--- config.mk ---
export PLATFORM = sky130hd
export DESIGN_NAME = cache_frontend_flat
export DESIGN_NICKNAME = d
export VERILOG_FILES = /design/src/rtl/cache_frontend_if.sv /design/src/rtl/cache_frontend.sv /design/src/flat_wrapper.sv
export SDC_FILE = /design/constraint.sdc
export NUM_CORES = 1
export LEC_CHECK = 0
export ABC_AREA = 0
export CAP_MARGIN = 20
export CORE_MARGIN = 4
export CORE_UTILIZATION = 48
export CTS_CLUSTER_DIAMETER = 80
export DETAILED_ROUTE_END_ITERATION = 8
export GPL_TIMING_DRIVEN = 0
export PLACE_DENSITY = 0.87
export SLEW_MARGIN = 20
export SYNTH_ARGS = -nofsm -noshare
export SYNTH_HDL_FRONTEND = slang
export SYNTH_SLANG_ARGS = --single-unit
--- constraint.sdc ---
create_clock -name clk -period 6.4 [get_ports clk]
set_clock_uncertainty 0.05 [all_clocks]
set_input_delay 1.92 -clock clk [delete_from_list [all_inputs] [get_ports clk]]
set_output_delay 1.92 -clock clk [all_outputs]
set_load 0.02 [all_outputs]
--- src/rtl/cache_frontend_if.sv ---
// CPU request/response and cache-controller signals seen by the request stage.
// master: CPU plus controller side; slave: the cache_frontend itself.
`ifndef CACHE_T
`define CACHE_T 24
`endif
`ifndef CACHE_S
`define CACHE_S 4
`endif
`ifndef CACHE_B
`define CACHE_B 4
`endif

interface cache_frontend_if #(
    parameter int TAG_WIDTH  = `CACHE_T,
    parameter int SET_WIDTH  = `CACHE_S,
    parameter int LINE_WIDTH = `CACHE_B
);
    logic                  req_valid;
    logic                  req_write;
    logic [31:0]           req_addr;
    logic [31:0]           req_wdata;
    logic                  busy;
    logic                  resp_valid;
    logic                  resp_err;
    logic [31:0]           resp_rdata;
    logic                  cc_en;
    logic                  cc_write_en;
    logic [TAG_WIDTH-1:0]  cc_tag;
    logic [SET_WIDTH-1:0]  cc_idx;
    logic [LINE_WIDTH-1:0] cc_offset;
    logic [31:0]           cc_data;
    logic                  cc_hit;
    logic [31:0]           cc_out;
    logic                  stat_clear;
    logic [31:0]           hit_count;
    logic [31:0]           miss_count;

    modport master (
        output req_valid, req_write, req_addr, req_wdata, cc_hit, cc_out, stat_clear,
        input  busy, resp_valid, resp_err, resp_rdata, cc_en, cc_write_en,
               cc_tag, cc_idx, cc_offset, cc_data, hit_count, miss_count
    );

    modport slave (
        input  req_valid, req_write, req_addr, req_wdata, cc_hit, cc_out, stat_clear,
        output busy, resp_valid, resp_err, resp_rdata, cc_en, cc_write_en,
               cc_tag, cc_idx, cc_offset, cc_data, hit_count, miss_count
    );
endinterface

--- src/rtl/cache_frontend.sv ---
// Latches one CPU load/store, holds the cache controller enabled until it hits, then responds.
// Latency: hit 2 cycles, miss 2 + miss cycles, misaligned 1; busy high blocks new requests.
`ifndef CACHE_T
`define CACHE_T 24
`endif
`ifndef CACHE_S
`define CACHE_S 4
`endif
`ifndef CACHE_B
`define CACHE_B 4
`endif

module cache_frontend #(
    parameter int TAG_WIDTH  = `CACHE_T,
    parameter int SET_WIDTH  = `CACHE_S,
    parameter int LINE_WIDTH = `CACHE_B
) (
    input  logic               clk,
    input  logic               reset,
    cache_frontend_if.slave    bus
);
    typedef enum logic [1:0] {
        IDLE   = 2'd0,
        LOOKUP = 2'd1,
        RESP   = 2'd2
    } state_t;

    state_t      state_q;
    state_t      state_d;
    logic [31:0] addr_q;
    logic        write_q;
    logic [31:0] wdata_q;
    logic        missed_q;
    logic        err_q;
    logic [31:0] rdata_q;
    logic [31:0] hit_q;
    logic [31:0] miss_q;
    logic        busy;
    logic        resp_valid;
    logic        cc_en;
    logic        lookup_done;

    assign lookup_done = (state_q == LOOKUP) && bus.cc_hit;

    always_ff @(posedge clk) begin
        if (reset) begin
            state_q <= IDLE;
        end else begin
            state_q <= state_d;
        end
    end

    always_comb begin
        state_d = state_q;
        case (state_q)
            IDLE: begin
                if (bus.req_valid) begin
                    state_d = (bus.req_addr[1:0] != 2'b00) ? RESP : LOOKUP;
                end
            end
            LOOKUP: begin
                if (bus.cc_hit) begin
                    state_d = RESP;
                end
            end
            RESP:    state_d = IDLE;
            default: state_d = IDLE;
        endcase
    end

    always_comb begin
        busy       = 1'b0;
        resp_valid = 1'b0;
        cc_en      = 1'b0;
        case (state_q)
            LOOKUP: begin
                busy  = 1'b1;
                cc_en = 1'b1;
            end
            RESP: begin
                busy       = 1'b1;
                resp_valid = 1'b1;
            end
            default: ;
        endcase
    end

    // Request latch: only written in IDLE, so the controller sees stable fields for the whole lookup.
    always_ff @(posedge clk) begin
        if (reset) begin
            addr_q   <= '0;
            write_q  <= 1'b0;
            wdata_q  <= '0;
            missed_q <= 1'b0;
            err_q    <= 1'b0;
            rdata_q  <= '0;
        end else if (state_q == IDLE) begin
            if (bus.req_valid) begin
                addr_q   <= bus.req_addr;
                write_q  <= bus.req_write;
                wdata_q  <= bus.req_wdata;
                missed_q <= 1'b0;
                err_q    <= (bus.req_addr[1:0] != 2'b00);
                rdata_q  <= '0;
            end
        end else if (state_q == LOOKUP) begin
            if (!bus.cc_hit) begin
                missed_q <= 1'b1;
            end else begin
                rdata_q <= write_q ? 32'd0 : bus.cc_out;
            end
        end
    end

    // Saturating statistics; a clear wins over an increment in the same cycle.
    always_ff @(posedge clk) begin
        if (reset || bus.stat_clear) begin
            hit_q  <= '0;
            miss_q <= '0;
        end else if (lookup_done) begin
            if (missed_q) begin
                if (miss_q != 32'hFFFF_FFFF) miss_q <= miss_q + 32'd1;
            end else begin
                if (hit_q != 32'hFFFF_FFFF) hit_q <= hit_q + 32'd1;
            end
        end
    end

    assign bus.busy        = busy;
    assign bus.resp_valid  = resp_valid;
    assign bus.resp_err    = err_q;
    assign bus.resp_rdata  = rdata_q;
    assign bus.cc_en       = cc_en;
    assign bus.cc_write_en = write_q;
    assign bus.cc_tag      = addr_q[31 -: TAG_WIDTH];
    assign bus.cc_idx      = addr_q[LINE_WIDTH +: SET_WIDTH];
    assign bus.cc_offset   = addr_q[LINE_WIDTH-1:0];
    assign bus.cc_data     = wdata_q;
    assign bus.hit_count   = hit_q;
    assign bus.miss_count  = miss_q;
endmodule

--- src/flat_wrapper.sv ---
// flat-port wrapper written by rule: the top's interface ports become plain ports
module cache_frontend_flat 
#(
    parameter int TAG_WIDTH  = `CACHE_T,
    parameter int SET_WIDTH  = `CACHE_S,
    parameter int LINE_WIDTH = `CACHE_B
)
  (clk, reset, bus_req_valid, bus_req_write, bus_req_addr, bus_req_wdata, bus_cc_hit, bus_cc_out, bus_stat_clear, bus_busy, bus_resp_valid, bus_resp_err, bus_resp_rdata, bus_cc_en, bus_cc_write_en, bus_cc_tag, bus_cc_idx, bus_cc_offset, bus_cc_data, bus_hit_count, bus_miss_count);
  cache_frontend_if #(.TAG_WIDTH(TAG_WIDTH), .SET_WIDTH(SET_WIDTH), .LINE_WIDTH(LINE_WIDTH)) bus_i ();
  input  logic clk;
  input  logic reset;
  input wire logic [$bits(bus_i.req_valid)-1:0] bus_req_valid;
  input wire logic [$bits(bus_i.req_write)-1:0] bus_req_write;
  input wire logic [$bits(bus_i.req_addr)-1:0] bus_req_addr;
  input wire logic [$bits(bus_i.req_wdata)-1:0] bus_req_wdata;
  input wire logic [$bits(bus_i.cc_hit)-1:0] bus_cc_hit;
  input wire logic [$bits(bus_i.cc_out)-1:0] bus_cc_out;
  input wire logic [$bits(bus_i.stat_clear)-1:0] bus_stat_clear;
  output wire logic [$bits(bus_i.busy)-1:0] bus_busy;
  output wire logic [$bits(bus_i.resp_valid)-1:0] bus_resp_valid;
  output wire logic [$bits(bus_i.resp_err)-1:0] bus_resp_err;
  output wire logic [$bits(bus_i.resp_rdata)-1:0] bus_resp_rdata;
  output wire logic [$bits(bus_i.cc_en)-1:0] bus_cc_en;
  output wire logic [$bits(bus_i.cc_write_en)-1:0] bus_cc_write_en;
  output wire logic [$bits(bus_i.cc_tag)-1:0] bus_cc_tag;
  output wire logic [$bits(bus_i.cc_idx)-1:0] bus_cc_idx;
  output wire logic [$bits(bus_i.cc_offset)-1:0] bus_cc_offset;
  output wire logic [$bits(bus_i.cc_data)-1:0] bus_cc_data;
  output wire logic [$bits(bus_i.hit_count)-1:0] bus_hit_count;
  output wire logic [$bits(bus_i.miss_count)-1:0] bus_miss_count;
  assign bus_i.req_valid = bus_req_valid;
  assign bus_i.req_write = bus_req_write;
  assign bus_i.req_addr = bus_req_addr;
  assign bus_i.req_wdata = bus_req_wdata;
  assign bus_i.cc_hit = bus_cc_hit;
  assign bus_i.cc_out = bus_cc_out;
  assign bus_i.stat_clear = bus_stat_clear;
  assign bus_busy = bus_i.busy;
  assign bus_resp_valid = bus_i.resp_valid;
  assign bus_resp_err = bus_i.resp_err;
  assign bus_resp_rdata = bus_i.resp_rdata;
  assign bus_cc_en = bus_i.cc_en;
  assign bus_cc_write_en = bus_i.cc_write_en;
  assign bus_cc_tag = bus_i.cc_tag;
  assign bus_cc_idx = bus_i.cc_idx;
  assign bus_cc_offset = bus_i.cc_offset;
  assign bus_cc_data = bus_i.cc_data;
  assign bus_hit_count = bus_i.hit_count;
  assign bus_miss_count = bus_i.miss_count;
  cache_frontend #(.TAG_WIDTH(TAG_WIDTH), .SET_WIDTH(SET_WIDTH), .LINE_WIDTH(LINE_WIDTH)) u_core (.clk(clk), .reset(reset), .bus(bus_i));
endmodule
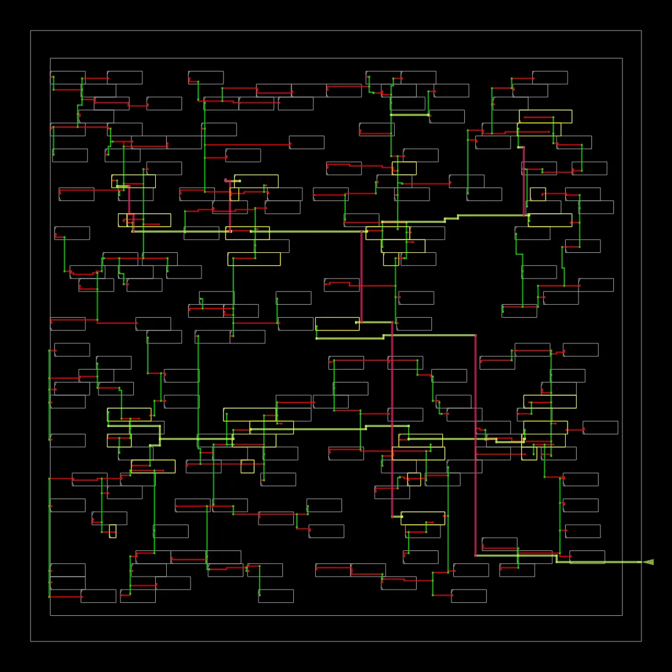
**Above:** run 1 (clock wiring as the flow saved it).
count of clock-net buffers in the final layout: 20
sequential cell count: 165
later-pin clock latency in the skew report: 0.42 ns
number of buffers added by the clock tree synthesis step: 17
count of clock tree sinks: 165

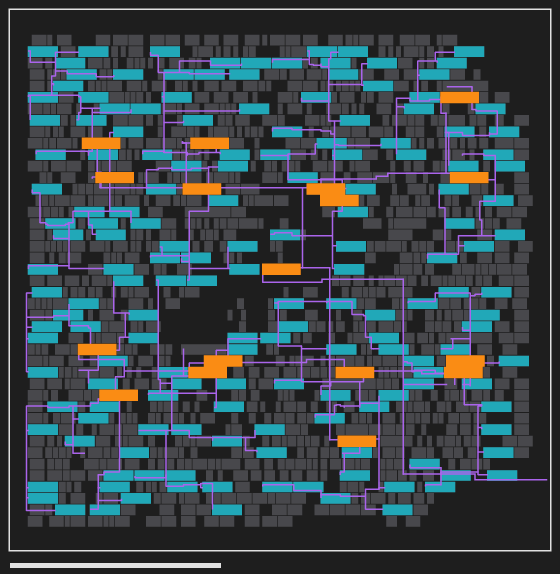
**Above:** run 1 (clock distribution).
Scale bar: 50 um.
legend:
  cyan:
    item: flip-flops
    count: 165
  orange:
    item: cells driving clock nets
    count: 17
  purple:
    item: clock wires
    length: 1960 um
flops lie: all over the die
power in the clock group: 1.14 mW
clock network fraction of design power: 0.439

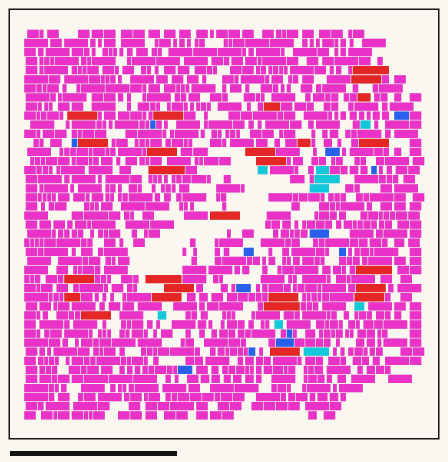
**Above:** run 1 (cells by drive strength).
Scale bar: 50 um.
legend:
  blue:
    size: drive 2
    cells: 13
  magenta:
    size: drive 1 or less
    cells: 1116
  red:
    size: drive 6 and up
    cells: 26
  cyan:
    size: drive 3 to 4
    cells: 9
least setup slack across all paths after layout: 2.37 ns
non-clock buffer count in the final layout: 320

==> out/metrics.yaml, run 1 <==
status: "finished clean"
power_switching_share: 0.249
rsz_0062_raised_after_global_routing: "false"
setup_tns_after_final_layout_ns: 0
sh_comb_area: 0.321
synthDominantAreaCellType: "dfxtp_1"
openroad.warnings: 28
die_area_um2: 16400
ys_cells: 866
total_switching_power_mw: 0.643
top_ports: 267
drt-met1-wl_um: 9010
num_tap_cells: 180
fp-utilization: 0.494
min-delay-path-class: "reg2reg"
start_to_end_type_of_the_worst_setup_path: "in2reg"
syn_to_final_growth_pct: 51.1
p_int_mw: 1.94
regToRegEndpoint: "u_core.bus.hit_count[28]"
grt_first_pass_wirelength_um: 37000
pre_cts_slack_ns: 2.00
vdd_drop_max_mv: 0.222
layout_top_cell: "clkdlybuf4s50_1"
route.top_layer_used: "met4"
start_kind: "input pin"
timing_max_transition_violations_final: 0
clk_pin_slew_worst_paths_ns: 0.06
period_minus_slack_ns: 4.03
netlist_instances: 866
worstSetupStartpoint: "bus_cc_hit"
grtUsageTotal: 0.283
dominant-cell-class: "logic gates"
cts_root_buffer: "clkbuf_16"
comb.multi_input.count: 635
area.share.sequential: 0.315
dpl.hpwl_um: 17500
grt_max_degree: 17
syn-mean-instance-area_um2: 8.01
area.sequential_um2: 3300
synth-edff-count: 0
netlist_area_um2: 6940
clock_tree_area_fraction: 0.0628
finalHoldViolations: 0
cts_max_path_buffers: 2
syn_nets: 973
fp.dieH_um: 128
final-setup-viol-count: 0
detailroute.wirelength.met2_um: 11900
detail-route-antenna-nets: 0
route.detailed.wl_per_inst_um: 17.7
synth_cell_type_count: 48
finish.net_count: 1258
postLayoutCellArea_um2: 10500
vias_per_cell: 5.68
whs_ns: 0.400
synth.ff_latch_count: 165
dr.pass1.iters: 5
top_cells_by_area: "dfxtp_1 48%, nand2_1 11%, a21oi_1 11%"
crit_path_end: "u_core.bus.hit_count[30]"
hold_path_startpoint: "u_core.bus.resp_rdata[4]"
nNonClkInverters: 12
async_flop_share: 0
sequentialPowerShare: 0.421
crit_path_max_fanout: 10
sum_of_routed_wire_length_over_all_layers_um: 23800
top_cells_by_count: "205 x nand2_1, 165 x dfxtp_1, 148 x a21oi_1, 55 x nand3_1, 47 x clkbuf_1"
seq_total_area_yosys: 0.476
number_of_antenna_violations_at_the_first_check_in_global_routing: 0
insertedDiodeCount: 0
yosysWarnings: 0
final-comb-area_um2: 3370
wl_met3_um: 2260
worstHoldPathCells: 2
die_x_um: 128
coreArea_um2: 14000
rr_worst_depth: 6
postCtsResizedCells: 0
nFillCells: 1027
worst_r2r_setup_slack_ns: 3.63
power_dens_cells_nw_per_um2: 247
dpl_cell_area_um2: 9820
final_layout_size_suffix_gt1_frac: 0.0412
cp.arrival_ns: 4.31
cts_tree: "done"
grt_overflow_total: 0
layout.cells.most_common_list: "266 x clkdlybuf4s50_1, 205 x nand2_1, 165 x dfxtp_1, 148 x a21oi_1, 55 x nand3_1"
p_total_mw: 2.59
reg2reg_from: "u_core.bus.hit_count[0]"
ys_chip_area_um2: 6940
worst_slew_pin_slew_ns: 0.747
io_buffers: 266
maxSlewHeadroom: 0.498
max_area_cell_share: 0.476
power_leakage_nw: 3.45
maxCapViolations: 0
ys_dominant_reg_cell: "dfxtp_1"
period_used_share: 0.629
postCtsHoldBufs: 0
postCtsSetupBuffers: 0
via_count_of_the_first_global_routing_pass: 7344
dr_total_vias: 7637
hold_path_end: "u_core.bus.resp_rdata[4]"
netlist.top_cell.by_instances: "nand2_1"
drc: 0
htree_levels: 4
[run 1: power groups by stage]
stage / sequential, mW / clock [mW] / combinational (mW)
after floorplan: 1.16 / 0 / 0.118
after global placement: 1.11 / 0 / 0.355
after detailed placement: 1.11 / 0 / 0.358
after CTS: 1.09 / 1.14 / 0.362
after global routing: 1.09 / 1.19 / 0.387
final: 1.09 / 1.14 / 0.361
[run 1: metrics by stage]
| step | util | instances |
|---|---|---|
| after floorplan | - | 866 |
| after global placement | 0.700 | 1312 |
| after detailed placement | 0.700 | 1312 |
| after CTS | 0.746 | 1344 |
| after global routing | 0.746 | 1344 |
| final | 0.746 | 1344 |
[run 1: logic make-up after synthesis]
group	share of synthesized area
xor gates and xnor gates	0.00379
buffers and inverters	0.0382
AOI/OAI and AO/OA	0.180
muxes	0.00577
and+or+nand+nor	0.287
DFF	0.476
adders and majority gates	0.00902
[run 1: sequential cells by signal (all words and copies together), names as in the netlist]
| register | flops |
|---|---|
| u_core.bus.miss_count | 32 |
| u_core.state_q | 2 |
| u_core.bus.resp_rdata | 32 |
| u_core.bus.cc_write_en | 1 |
| u_core.bus.hit_count | 32 |
| u_core.bus.cc_data | 32 |
| u_core.bus.resp_err | 1 |
| u_core.addr_q | 32 |
| u_core.missed_q | 1 |
[run 1: worst max-delay path, cell delays in order]
cell and delay (ns):
clkdlybuf4s50_1 0.57, and2_1 0.15, clkbuf_1 0.42, nand2b_1 0.19, clkbuf_1 0.27, nor4_1 0.45, a21oi_1 0.13, a211oi_1 0.21
[run 1: metal layers]
layer  vias to the layer above  track usage
met1                      3572        0.332
met3                        50        0.100
met2                       348        0.477
met5                         -            0
li1                       3667            -
met4                         0        0.102
**Run 1: met4 routing**

Supply wires on this layer in gray.
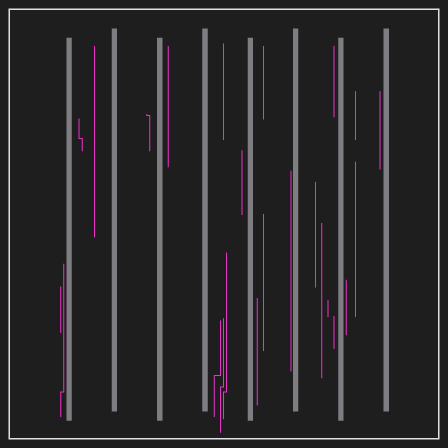

## Run 2: what changed since run 1
--- a/config.mk
+++ b/config.mk
@@ -8,11 +8,11 @@
 export ABC_AREA = 0
 export CAP_MARGIN = 20
 export CORE_MARGIN = 4
-export CORE_UTILIZATION = 48
+export CORE_UTILIZATION = 40
 export CTS_CLUSTER_DIAMETER = 80
 export DETAILED_ROUTE_END_ITERATION = 8
 export GPL_TIMING_DRIVEN = 0
-export PLACE_DENSITY = 0.87
+export PLACE_DENSITY = 0.77
 export SLEW_MARGIN = 20
 export SYNTH_ARGS = -nofsm -noshare
 export SYNTH_HDL_FRONTEND = slang
==> constraint.sdc (replaced) <==
create_clock -name clk -period 3.6 [get_ports clk]
set_clock_uncertainty 0.05 [all_clocks]
set_input_delay 1.08 -clock clk [delete_from_list [all_inputs] [get_ports clk]]
set_output_delay 1.08 -clock clk [all_outputs]
set_load 0.02 [all_outputs]
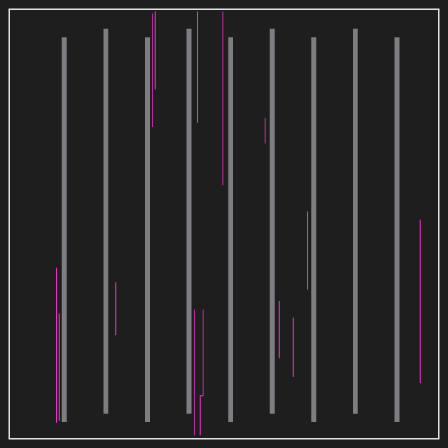
**Above:** run 2 (met4 routing).
Supply wires on this layer in gray.
wire length on this layer: 463 um
nets with wire on the layer: 12
via count: 7435
sum of routed wire length over all layers: 23600 um

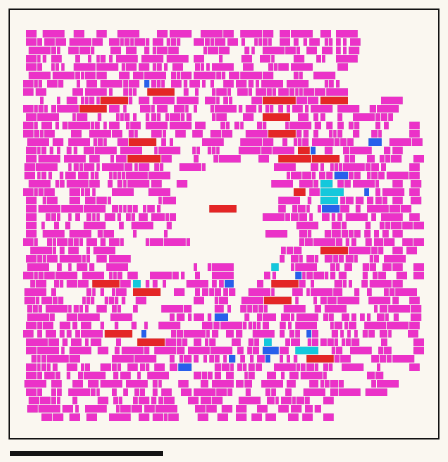
**Above:** run 2 (cells by drive strength).
Scale bar: 50 um.
legend:
  red:
    size: drive 6 and up
    cells: 22
  cyan:
    size: drive 3 to 4
    cells: 7
  magenta:
    size: drive 1 or less
    cells: 1119
  blue:
    size: drive 2
    cells: 15
area added between synthesis and finish: 50.6%
least setup slack across all paths after layout: 0.258 ns
cell area after layout: 10400 um2

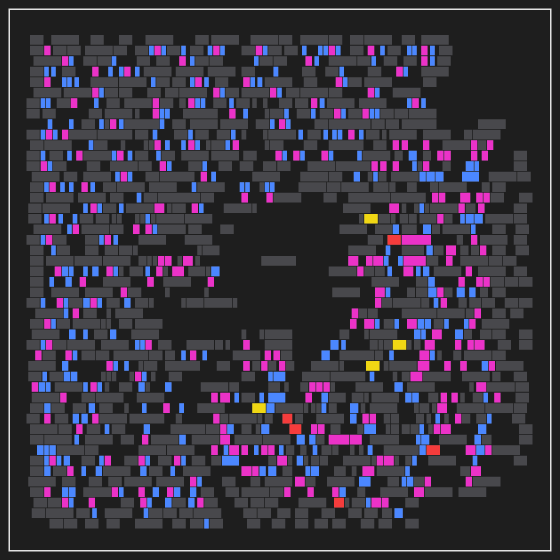
**Above:** run 2 (gate families picked out).
legend:
  red:
    family: AND-OR and OR-AND gates
    cells: 5
    where: bottom middle
  blue:
    family: NAND gates
    cells: 290
    where: all over the die
  magenta:
    family: inverting AOI/OAI gates
    cells: 215
    where: all over the die
  yellow:
    family: multiplexers
    cells: 4
most frequent logic cell in the layout: clkdlybuf4s50_1
final std cells w/o fill: 1383
logic share of the area: 0.322

==> out/metrics.yaml, run 2 <==
dominant-cell-class: "logic gates"
final_layout_size_suffix_gt1_frac: 0.0378  # -0.00340
max_area_cell_share: 0.476  # unchanged
cts_max_path_buffers: 2  # unchanged
vdd_drop_max_mv: 0.325  # +47%
netlist_area_um2: 6940  # unchanged
grtUsageTotal: 0.232  # -0.0510
critical_path.top_delay_family: "buffers and inverters"
syn_nets: 973  # unchanged
die_x_um: 140  # +9.0%
fp.dieH_um: 140  # +9.0%
worst_slew_pin_slew_ns: 0.694  # -0.0528 ns
signal_buffer_area_fraction: 0.276
layout.clock_buffers: 21  # +5.0%
cts_tree: "done"
netlist_instances: 866  # unchanged
vias_per_cell: 5.38  # -5.4%
seq_cell_count: 165  # unchanged
maxSlewHeadroom: 0.533  # +0.0355
critical_path_cell_list: "clkdlybuf4s50_1 > and2_1 > clkbuf_1 > nand2b_1 > clkbuf_1 > nor4_1 > a21oi_1 > a211oi_1"
timing_max_transition_violations_final: 0  # unchanged
buffers: 320  # unchanged
start_to_end_type_of_the_worst_setup_path: "in2reg"
route.detailed.wl_per_inst_um: 17.1  # -3.8%
finish.net_count: 1258  # unchanged
coreArea_um2: 16800  # +19%
area.sequential_um2: 3300  # unchanged
fp-utilization: 0.414  # -0.0801
netlist.top_cell.by_instances: "nand2_1"
nFillCells: 1511  # +47%
synthDominantAreaCellType: "dfxtp_1"
synth_cell_type_count: 48  # unchanged
seq_total_area_yosys: 0.476  # unchanged
yosysWarnings: 0  # unchanged
gpl.final_weighted_congestion: 0.854
grt_first_pass_wirelength_um: 36900  # -0.43%
period_used_share: 0.928
detail-route-antenna-nets: 0  # unchanged
final-comb-area_um2: 3370  # unchanged
final-setup-viol-count: 0  # unchanged
postCtsSetupBuffers: 0  # unchanged
number_of_antenna_violations_at_the_first_check_in_global_routing: 0  # unchanged
postCtsResizedCells: 0  # unchanged
cts_made_buffers: 17  # unchanged
maxCapViolations: 0  # unchanged
ys_chip_area_um2: 6940  # unchanged
htree_levels: 4  # unchanged
status: "finished clean"
clkLatencyLatePin_ns: 0.42  # about the same
io_buffers: 266  # unchanged
ys_cells: 866  # unchanged
critical-path-max-stage-delay_ns: 0.62  # +0.05 ns
core.rowCount: 47
cts_sinks: 165  # unchanged
dr.pass1.iters: 5  # unchanged
crit_buf_inv: 3  # unchanged
power_leakage_nw: 3.41  # -1.3%
die_area_um2: 19500  # +19%
area.share.sequential: 0.316  # +0.00106
ys_dominant_reg_cell: "dfxtp_1"
pre_cts_slack_ns: -0.117  # -2.12 ns
clk_pin_slew_worst_paths_ns: 0.06  # about the same
top_ports: 267  # unchanged
num_tap_cells: 220  # +22%
rsz_0062_raised_after_global_routing: "false"
start_kind: "input pin"
crit_path_max_fanout: 10  # unchanged
top_cells_by_area: "dfxtp_1 48%, nand2_1 11%, a21oi_1 11%"
cp.arrival_ns: 3.62  # -0.69 ns
postCtsHoldBufs: 0  # unchanged
worst_r2r_setup_slack_ns: 0.75  # -2.88 ns
finalHoldViolations: 0  # unchanged
number_of_drc_markers_in_iteration_0: 425
openroad.warnings: 28  # unchanged
period_minus_slack_ns: 3.34
clock_tree_area_fraction: 0.0549  # -0.00793
nNonClkInverters: 12  # unchanged
critPathCaptureType: "register"
min-delay-path-class: "reg2reg"
syn-mean-instance-area_um2: 8.01  # unchanged
comb.multi_input.count: 635  # unchanged
grt_max_degree: 17  # unchanged
setup_tns_after_final_layout_ns: 0  # unchanged
fmax_mhz: 299
power_dens_cells_nw_per_um2: 421  # +71%
p_total_mw: 4.40  # +70%
synth-edff-count: 0  # unchanged
crit_path_frequent_cell: "clkbuf_1"
synth.ff_latch_count: 165  # unchanged
drc: 0  # unchanged
grt_overflow_total: 0  # unchanged
cts_root_buffer: "clkbuf_16"
insertedDiodeCount: 0  # unchanged
top_cells_by_count: "205 x nand2_1, 165 x dfxtp_1, 148 x a21oi_1, 55 x nand3_1, 47 x clkbuf_1"
via_count_of_the_first_global_routing_pass: 6873  # -6.4%
required_ns: 3.88
dpl.hpwl_um: 17700  # +1.2%
layout.cells.most_common_list: "266 x clkdlybuf4s50_1, 205 x nand2_1, 165 x dfxtp_1, 148 x a21oi_1, 55 x nand3_1"
cpMaxStageDelayCell: "clkdlybuf4s50_1"
async_flop_share: 0  # unchanged
[run 2: metal layers]
layer / track usage / share of wire / vias up
met3: 0.0964 / 0.094 / 29
met5: 0 / 0 / -
met2: 0.384 / 0.48 / 267
met1: 0.279 / 0.40 / 3484
met4: 0.0632 / 0.020 / 0
li1: - / - / 3655
[run 2: worst reg2reg max path, stage by stage (launching register included)]
cell,delay [ns]
dfxtp_1,0.31
inv_1,0.09
ha_1,0.37
and2_1,0.18
clkbuf_1,0.45
nand2b_1,0.19
clkbuf_1,0.27
nor4_1,0.45
a21oi_1,0.13
a211oi_1,0.26
[run 2: report_power, final]
part / total [mW] / switching (mW) / internal [mW]
sequential: 1.94 / 0.0370 / 1.90
combinational: 0.641 / 0.354 / 0.286
clock: 1.82 / 0.738 / 1.08
[run 2: cell families after synthesis]
logic type,synth area share
AND/OR/NAND/NOR,0.287
AND-OR/OR-AND,0.180
flip-flops,0.476
multiplexers,0.00577
XOR/XNOR,0.00379
adder cells (fa/ha/maj),0.00902
buffers and inverters,0.0382
[run 2: path summary, 6_finish.rpt]
path / startpoint / end / depth (start not counted)
setup / recovery: bus_cc_hit / u_core.bus.hit_count[30] / 8
hold / removal: u_core.bus.resp_rdata[27] / u_core.bus.resp_rdata[27] / 2
setup reg to reg: u_core.state_q[1] / u_core.bus.hit_count[30] / 9
hold reg to reg: u_core.bus.resp_rdata[27] / u_core.bus.resp_rdata[27] / 2
[run 2: through the flow]
step	std cells	util	instance area, um2	hold WS [ns]
finish	1383	0.623	10400	0.400
global placement	1352	0.589	9870	0.388
detailed placement	1352	0.589	9870	0.394
CTS	1383	0.623	10400	0.402
global route	1383	0.623	10400	0.415
floorplan	866	-	6940	0.432
## Run 3: what changed since run 2
==> constraint.sdc (replaced) <==
create_clock -name clk -period 3.6 [get_ports clk]
set_clock_uncertainty 0.05 [all_clocks]
set_input_delay 1.08 -clock clk [delete_from_list [all_inputs] [get_ports clk]]
set_output_delay 1.08 -clock clk [all_outputs]
set_load 0.05 [all_outputs]
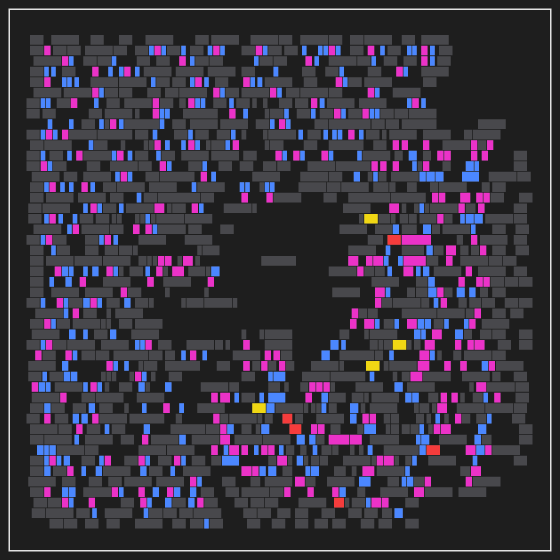
**Above:** run 3 (gate families picked out).
legend:
  yellow:
    family: multiplexers
    cells: 4
  red:
    family: AND-OR and OR-AND gates
    cells: 5
    where: bottom middle
  magenta:
    family: inverting AOI/OAI gates
    cells: 215
    where: all over the die
  blue:
    family: NAND gates
    cells: 290
    where: all over the die

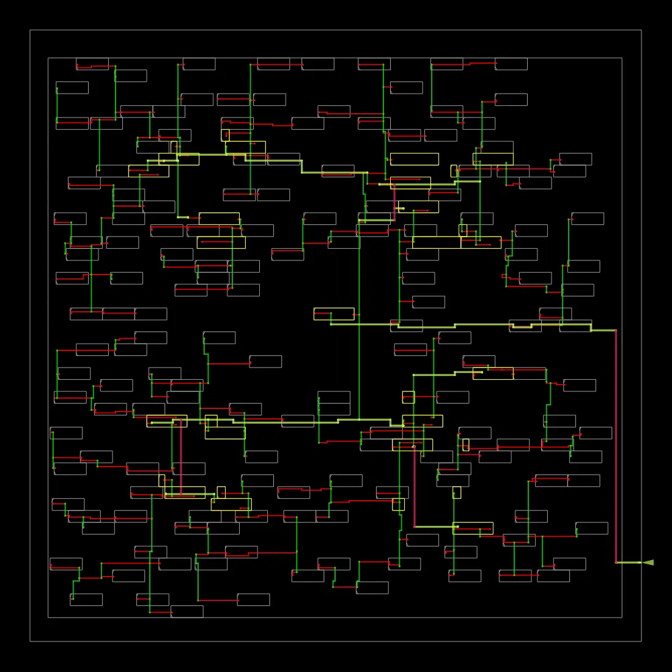
**Above:** run 3 (clock wiring as the flow saved it).
power in the clock group: 1.82 mW
count of clock-net buffers in the final layout: 21

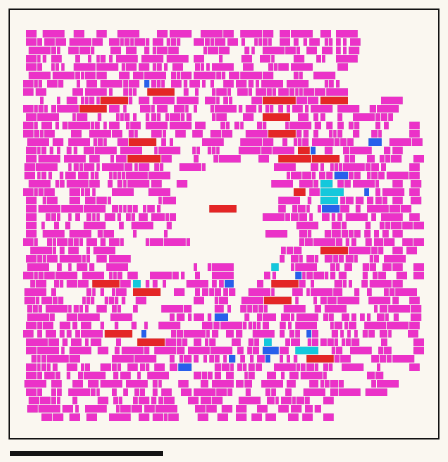
**Above:** run 3 (cells by drive strength).
Scale bar: 50 um.
legend:
  cyan:
    size: drive 3 to 4
    cells: 7
  magenta:
    size: drive 1 or less
    cells: 1119
  red:
    size: drive 6 and up
    cells: 22
  blue:
    size: drive 2
    cells: 15

==> out/metrics.yaml, run 3 <==
buffers: 320  # unchanged
total_switching_power_mw: 1.29  # +15%
ys_cells: 866  # unchanged
drc: 0  # unchanged
post_layout_nonfiller_instances: 1383  # unchanged
area.share.sequential: 0.316  # unchanged
seq_cell_count: 165  # unchanged
ys_chip_area_um2: 6940  # unchanged
die_area_um2: 19500  # unchanged
dpl.hpwl_um: 17700  # unchanged
vias_per_cell: 5.38  # unchanged
htree_levels: 4  # unchanged
route.detailed.wl_per_inst_um: 17.1  # unchanged
synth.ff_latch_count: 165  # unchanged
grtUsageTotal: 0.232  # unchanged
vdd_drop_max_mv: 0.326  # +0.22%
cts_tree: "done"
async_flop_share: 0  # unchanged
power.combinational.fraction: 0.176  # +0.030
pre_cts_slack_ns: -0.117  # unchanged
p_total_mw: 4.56  # +3.7%
clkLatencyLatePin_ns: 0.42  # about the same
fp-utilization: 0.414  # unchanged
timing_max_transition_violations_final: 0  # unchanged
period_used_share: 0.928  # unchanged
power_switching_share: 0.284  # +0.0270
fp.dieH_um: 140  # unchanged
cts_made_buffers: 17  # unchanged
openroad.warnings: 28  # unchanged
fraction_of_the_mapped_netlist_area_in_compound_gates: 0.180  # unchanged
start_kind: "input pin"
grt_first_pass_wirelength_um: 36900  # unchanged
insertedDiodeCount: 0  # unchanged
cts_sinks: 165  # unchanged
top_ports: 267  # unchanged
setup_tns_after_final_layout_ns: 0  # unchanged
post_synth_fa_ha_maj_area_fraction: 0.00902  # unchanged
dpl_cell_area_um2: 9870  # unchanged
synth.cellmix.xorXnorShare: 0.00379  # unchanged
syn_nets: 973  # unchanged
postLayoutCellArea_um2: 10400  # unchanged
syn-mean-instance-area_um2: 8.01  # unchanged
final-comb-area_um2: 3370  # unchanged
period_minus_slack_ns: 3.34  # unchanged
postCtsSetupBuffers: 0  # unchanged
maxSlewHeadroom: 0.533  # unchanged
fin_util: 0.623  # unchanged
synth-edff-count: 0  # unchanged
clock_tree_area_fraction: 0.0549  # unchanged
yosys.area_share.simple: 0.287  # unchanged
crit_path_max_fanout: 10  # unchanged
netlist_area_um2: 6940  # unchanged
area.sequential_um2: 3300  # unchanged
num_tap_cells: 220  # unchanged
maxCapViolations: 0  # unchanged
dpl.cell_count: 1352  # unchanged
synth_cell_type_count: 48  # unchanged
sh_comb_area: 0.322  # unchanged
clk_pin_slew_worst_paths_ns: 0.06  # about the same
top_cells_by_area: "dfxtp_1 48%, nand2_1 11%, a21oi_1 11%"
post_synth_main_logic_family: "simple AND/OR/NAND/NOR gates"
die_x_um: 140  # unchanged
min-delay-path-class: "reg2reg"
finish.net_count: 1258  # unchanged
crit_path_frequent_cell: "clkbuf_1"
cts_root_buffer: "clkbuf_16"
via_count_of_the_first_global_routing_pass: 6873  # unchanged
sum_of_routed_wire_length_over_all_layers_um: 23600  # unchanged
comb.multi_input.count: 635  # unchanged
dr_total_vias: 7435  # unchanged
gpl.final_weighted_congestion: 0.854  # unchanged
finalHoldViolations: 0  # unchanged
dominant-cell-class: "logic gates"
netlist_instances: 866  # unchanged
clockPowerShare: 0.399  # -0.015
coreArea_um2: 16800  # unchanged
mux_area_frac: 0.00577  # unchanged
cts_max_path_buffers: 2  # unchanged
dr.pass1.iters: 5  # unchanged
nNonClkInverters: 12  # unchanged
final_layout_size_suffix_gt1_frac: 0.0378  # unchanged
top_cells_by_count: "205 x nand2_1, 165 x dfxtp_1, 148 x a21oi_1, 55 x nand3_1, 47 x clkbuf_1"
netlist.top_cell.by_instances: "nand2_1"
nFillCells: 1511  # unchanged
required_ns: 3.88  # about the same
crit_buf_inv: 3  # unchanged
whs_ns: 0.400  # unchanged
power_dens_cells_nw_per_um2: 436  # +3.7%
grt_overflow_total: 0  # unchanged
worst_slew_pin_slew_ns: 0.694  # unchanged
rsz_0062_raised_after_global_routing: "false"
power_leakage_nw: 3.41  # unchanged
max_area_cell_share: 0.476  # unchanged
signal_buffer_area_fraction: 0.276  # unchanged
synthDominantAreaCellType: "dfxtp_1"
p_int_mw: 3.27  # about the same
detail-route-antenna-nets: 0  # unchanged
critical_path_cell_list: "clkdlybuf4s50_1 > and2_1 > clkbuf_1 > nand2b_1 > clkbuf_1 > nor4_1 > a21oi_1 > a211oi_1"
number_of_drc_markers_in_iteration_0: 425  # unchanged
critical_path.top_delay_family: "buffers and inverters"
number_of_antenna_violations_at_the_first_check_in_global_routing: 0  # unchanged
final-setup-viol-count: 0  # unchanged
layout.cells.most_common_list: "266 x clkdlybuf4s50_1, 205 x nand2_1, 165 x dfxtp_1, 148 x a21oi_1, 55 x nand3_1"
layout_top_cell: "clkdlybuf4s50_1"
cp.arrival_ns: 3.62  # about the same
ys_dominant_reg_cell: "dfxtp_1"
yosysWarnings: 0  # unchanged
fmax_mhz: 299  # unchanged
critPathCaptureType: "register"
sequentialPowerShare: 0.424  # -0.016
timing.final.ws_setup_ns: 0.258  # unchanged
core.rowCount: 47  # unchanged
critical-path-max-stage-delay_ns: 0.62  # about the same
seq_total_area_yosys: 0.476  # unchanged
status: "finished clean"
io_buffers: 266  # unchanged
grt_max_degree: 17  # unchanged
postCtsResizedCells: 0  # unchanged
## run 3: cell counts in the layout (fill, tap and decap cells not counted)
No cell type changed its count.
## run 3: path summary, 6_finish.rpt
kind / startpoint / to / slack, ns / depth (start not counted)
setup reg to reg: u_core.state_q[1] / u_core.bus.hit_count[30] / 0.75 / 9
hold reg to reg: u_core.bus.resp_rdata[27] / u_core.bus.resp_rdata[27] / 0.40 / 2
setup / recovery: bus_cc_hit / u_core.bus.hit_count[30] / 0.26 / 8
hold / removal: u_core.bus.resp_rdata[27] / u_core.bus.resp_rdata[27] / 0.40 / 2
## run 3: routing by layer
layer  routed length [um]  track usage  vias to the layer above  part of all wire
met5                    0            0                        -                 0
met4                  462       0.0632                        0             0.020
met3                 2210       0.0964                       29             0.094
met2                11400        0.384                      267              0.48
met1                 9520        0.279                     3484              0.40
li1                     -            -                     3655                 -
## run 3: kinds of logic (layout without fill, tap and decap cells)
family | after synthesis | in the layout
flip-flops | 165 | 165
multiplexers | 4 | 4
AND/OR/NAND/NOR | 403 | 403
buffers and inverters | 66 | 363
AND-OR/OR-AND | 220 | 220
adder cells (fa/ha/maj) | 5 | 5
XOR/XNOR | 3 | 3
## run 3: power groups by stage
| stage | Sequential (mW) | Clock, mW | Combinational [mW] |
|---|---|---|---|
| 2_1_floorplan | 2.21 | 0 | 0.219 |
| 3_3_place_gp | 1.97 | 0 | 0.803 |
| 3_5_place_dp | 1.97 | 0 | 0.804 |
| 4_1_cts | 1.93 | 1.84 | 0.809 |
| 5_1_grt | 1.94 | 1.93 | 0.853 |
| 6_report | 1.94 | 1.82 | 0.804 |
## run 3: tightest hold or removal path: cells and delay by family (launching register included)
family	cells	cell delay [ns]
compound gates	1	0.05
flops	1	0.31
simple gates	1	0.05
Power is estimated from default activity; no workload was simulated.
